==> config.mk <==
export PLATFORM = sky130hd
export DESIGN_NAME = rx2in_ctl
export DESIGN_NICKNAME = d
export VERILOG_FILES = /design/src/rtl/rx2in_ctl.sv
export SDC_FILE = /design/constraint.sdc
export NUM_CORES = 1
export LEC_CHECK = 0
export ABC_AREA = 0
export ABC_CLOCK_PERIOD_IN_PS = 4300
export CORE_MARGIN = 2
export CORE_UTILIZATION = 46
export DETAILED_ROUTE_END_ITERATION = 10
export PLACE_DENSITY_LB_ADDON = 0.15
export REMOVE_ABC_BUFFERS = 1
export SETUP_SLACK_MARGIN = 0.3
export SLEW_MARGIN = 40
export SYNTH_ARGS = -nofsm -noshare
export SYNTH_HDL_FRONTEND = slang
export SYNTH_SLANG_ARGS = --single-unit
==> constraint.sdc <==
create_clock -name clk -period 4.3 [get_ports clk]
set_input_delay 0.645 -clock clk [delete_from_list [all_inputs] [get_ports clk]]
set_output_delay 0.645 -clock clk [all_outputs]
set_load 0.005 [all_outputs]
==> src/rtl/rx2in_ctl.sv <==
`default_nettype none
// ============================================================================
// Module   : rx2in_ctl
// Purpose  : Flow-control bridge from the UART receiver byte strobe into the
//            CPU INBOX write port. Bytes that arrive while INBOX is full are
//            held in a small circular FIFO and drained as INBOX frees up.
//            A dropped byte (FIFO full, no pop) sets a sticky overflow flag.
// Options  : RX2IN_RTS_EN - adds the registered o_rts_n output, driven from
//            the post-edge occupancy with two entries of hysteresis.
// Revision : 1.0 - initial release
// ============================================================================
module rx2in_ctl #(
    parameter int DEPTH_LOG2 = 3,
    parameter int RTS_THRESH = 6
) (
    input  logic                  clk,
    input  logic                  i_rst,
    input  logic                  i_wr,
    input  logic [7:0]            i_data,
    input  logic                  i_full,
    input  logic                  i_clr_ovf,
    output logic                  o_wr,
    output logic [7:0]            o_data,
    output logic [DEPTH_LOG2:0]   o_count,
    output logic                  o_empty,
    output logic                  o_overflow
`ifdef RX2IN_RTS_EN
    ,
    output logic                  o_rts_n
`endif
);

    // ------------------------------------------------------------------------
    // Constants
    // ------------------------------------------------------------------------
    localparam int                  c_DEPTH    = 1 << DEPTH_LOG2;
    localparam logic [DEPTH_LOG2:0] c_FULL_CNT = c_DEPTH[DEPTH_LOG2:0];
    localparam logic [DEPTH_LOG2:0] c_CNT_ONE  = {{DEPTH_LOG2{1'b0}}, 1'b1};
    localparam logic [DEPTH_LOG2-1:0] c_PTR_ONE =
        {{(DEPTH_LOG2-1){1'b0}}, 1'b1};

    // ------------------------------------------------------------------------
    // Storage and pointers
    // ------------------------------------------------------------------------
    logic [7:0]            r_mem [c_DEPTH];
    logic [DEPTH_LOG2-1:0] r_rd_ptr;
    logic [DEPTH_LOG2-1:0] r_wr_ptr;

    // ------------------------------------------------------------------------
    // Next-state helpers
    // ------------------------------------------------------------------------
    logic                  w_pop;
    logic                  w_push;
    logic                  w_drop;
    logic [DEPTH_LOG2:0]   w_count_nxt;
    logic                  w_ovf_nxt;

    // Pop/push/drop decisions from pre-edge state; the !o_wr term leaves an
    // idle cycle after every INBOX write so i_full can catch up.
    always_comb begin
        w_pop  = !o_empty && !i_full && !o_wr;
        w_push = i_wr && ((o_count != c_FULL_CNT) || w_pop);
        w_drop = i_wr && !w_push;

        w_count_nxt = o_count;
        case ({w_push, w_pop})
            2'b10:   w_count_nxt = o_count + c_CNT_ONE;
            2'b01:   w_count_nxt = o_count - c_CNT_ONE;
            default: w_count_nxt = o_count;
        endcase

        // A drop on the same edge as a clear request must leave the flag set.
        if (w_drop) begin
            w_ovf_nxt = 1'b1;
        end else if (i_clr_ovf) begin
            w_ovf_nxt = 1'b0;
        end else begin
            w_ovf_nxt = o_overflow;
        end
    end

    // FIFO array write; contents need no reset because pointers gate reads.
    always_ff @(posedge clk) begin
        if (w_push) begin
            r_mem[r_wr_ptr] <= i_data;
        end
    end

    // Write pointer advances on every accepted byte and wraps modulo depth.
    always_ff @(posedge clk or posedge i_rst) begin
        if (i_rst) begin
            r_wr_ptr <= '0;
        end else if (w_push) begin
            r_wr_ptr <= r_wr_ptr + c_PTR_ONE;
        end
    end

    // Read pointer and INBOX write port; o_data holds between strobes.
    always_ff @(posedge clk or posedge i_rst) begin
        if (i_rst) begin
            r_rd_ptr <= '0;
            o_wr     <= 1'b0;
            o_data   <= 8'h00;
        end else begin
            o_wr <= w_pop;
            if (w_pop) begin
                o_data   <= r_mem[r_rd_ptr];
                r_rd_ptr <= r_rd_ptr + c_PTR_ONE;
            end
        end
    end

    // Occupancy and empty flag are updated together so they never disagree.
    always_ff @(posedge clk or posedge i_rst) begin
        if (i_rst) begin
            o_count <= '0;
            o_empty <= 1'b1;
        end else begin
            o_count <= w_count_nxt;
            o_empty <= (w_count_nxt == '0);
        end
    end

    // Sticky overflow flag.
    always_ff @(posedge clk or posedge i_rst) begin
        if (i_rst) begin
            o_overflow <= 1'b0;
        end else begin
            o_overflow <= w_ovf_nxt;
        end
    end

`ifdef RX2IN_RTS_EN
    logic w_rts_set;
    logic w_rts_clr;

    // Hysteresis window: assert at the threshold, release two entries below.
    always_comb begin
        w_rts_set = int'(w_count_nxt) >= RTS_THRESH;
        w_rts_clr = int'(w_count_nxt) <  (RTS_THRESH - 2);
    end

    // Registered request-to-send, active low (1 = stop sending).
    always_ff @(posedge clk or posedge i_rst) begin
        if (i_rst) begin
            o_rts_n <= 1'b0;
        end else if (w_rts_set) begin
            o_rts_n <= 1'b1;
        end else if (w_rts_clr) begin
            o_rts_n <= 1'b0;
        end
    end
`endif

endmodule
`default_nettype wire
Figure 1. Congestion heat map.
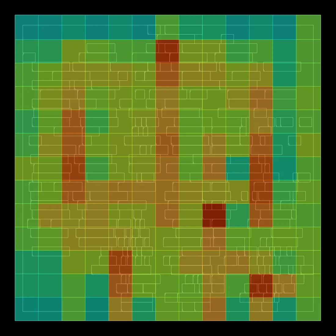
WL per Instance: 19.0 um
All-Layer GR Usage: 16.8%

Figure 2. Cell classes on the final placement.
Scale bar: 20 um.
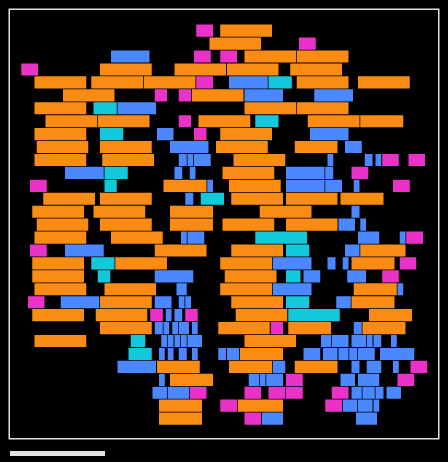
colour	class	cells
blue	all other logic	101
orange	flip-flops	85
magenta	other buffers and delay cells	34
cyan	clock drivers and dummy loads	16
flop share of the area: 60.5%
core area: 7210 sq um
number of cell rows: 31
Design Area, Final: 4050 sq um
Util after Layout: 56.1%

==> qor.yml <==
worst_setup_path:
  start_kind: "input port"
  cp_max_fo: 5
  r2r_cells: 7
  crit_type: "in2reg"
  end_kind: "flop"
  r2r_start: "o_wr"
final_timing:
  finClkSkew_ps: 13.7
  finalCriticalPeriod_ps: 2780
  setup_viol: 0
  tightest_slew_ps: 837
global_route:
  grt_pass1_vias: 1880
  antenna_found_initial: 0
layout:
  comb_area_share_pct: 22.3
  fillers: 595
  signal_buffer_area_fraction_pct: 7.97
  area_share_clock_buf_inv_pct: 5.68
  layout.nets: 249
  n_all_buffers: 34
  layout.cells.most_common: "edfxtp_1"
  dominant-cell-class: "registers"
  areaGrowthSynthToFinish_pct: 19.0
floorplan:
  fp-utilization_pct: 47.2
  die_y_um: 90.0
place:
  hpwlAfterDp_mm: 4.37
  post-place-cells: 319
power:
  comb_power_share_pct: 28.8
  powerDensity_nw_per_um2: 659
synth:
  synth_area_leader_cell: "edfxtp_1"
  most_common_cell: "edfxtp_1"
  ys.flops: 85
  yosys_warnings: 0
  netlist_area_sq_um: 3400
  ff_type: "edfxtp_1"
  top_cell_area_share_pct: 56.4
route:
  antenna_left: 0
clock_network:
  cts_buffers: 9
  clockRootBuffer: "clkbuf_8"
run_status:
  status: "finished, final reports clean"
Figure 3. Clock wires, drivers and flops.
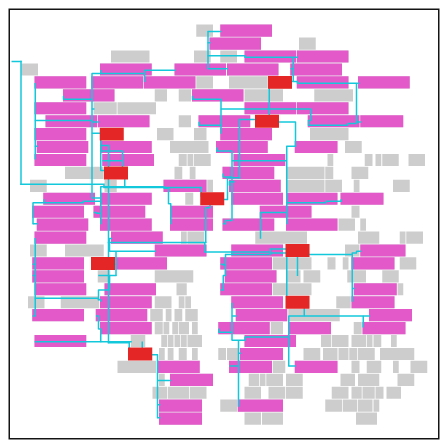
[magenta] flip-flops | count: 85
[red] cells driving clock nets | count: 9
[cyan] clock wires | length: 835 um
routed clock nets	10
flops lie	spread over the die

metrics by stage:
step                worst slack (ps)  instance area, sq um  util, %  total power [mW]
floorplan                        998                  3370        -              1.72
global placement                1340                  3820     52.9              2.02
detailed placement              1200                  3820     52.9              2.07
CTS                             1550                  4050     56.1              2.69
global route                    1420                  4050     56.1              2.81
finish                          1520                  4050     56.1              2.67
worst max path at each step:
stage | start | endpoint | depth (start not counted)
2_1_floorplan | i_full | r_mem[1][0] | 4
3_3_place_gp | i_full | o_empty | 8
3_5_place_dp | i_full | o_empty | 8
4_1_cts | i_full | o_empty | 8
5_1_grt | i_full | o_empty | 8
6_report | i_full | o_empty | 8
layer usage:
layer,global-route usage [%],up-vias,wire (um)
met5,0,-,0
li1,-,824,-
met4,6.54,0,87
met3,3.19,10,243
met1,21.8,938,2720
met2,28.1,45,3310
power groups by stage:
| stage | clock network [mW] | registers (mW) | logic (mW) |
|---|---|---|---|
| after global routing | 0.669 | 1.31 | 0.830 |
| after global placement | 0 | 1.28 | 0.738 |
| after CTS | 0.636 | 1.28 | 0.774 |
| final | 0.623 | 1.28 | 0.767 |
| after floorplan | 0 | 1.24 | 0.484 |
| after detailed placement | 0 | 1.30 | 0.769 |
state kept, by name, indices dropped and copies added, names as in the netlist:
signal      count
o_count         4
o_data          8
o_empty         1
o_overflow      1
o_wr            1
r_mem          64
r_rd_ptr        3
r_wr_ptr        3
logic make-up (layout without fill, tap and decap cells):
logic type                 count (synthesis)  count (layout)  synth area share (%)
AOI/OAI and AO/OA                         21              21                  4.08
buffers and inverters                     13              55                  1.65
DFF                                       85              85                  71.9
and+or+nand+nor                           40              40                  5.73
adders and majority gates                  5               5                  2.06
xor gates and xnor gates                   5               5                  1.29
muxes                                     25              25                  13.3
Power and IR drop assume default switching activity.
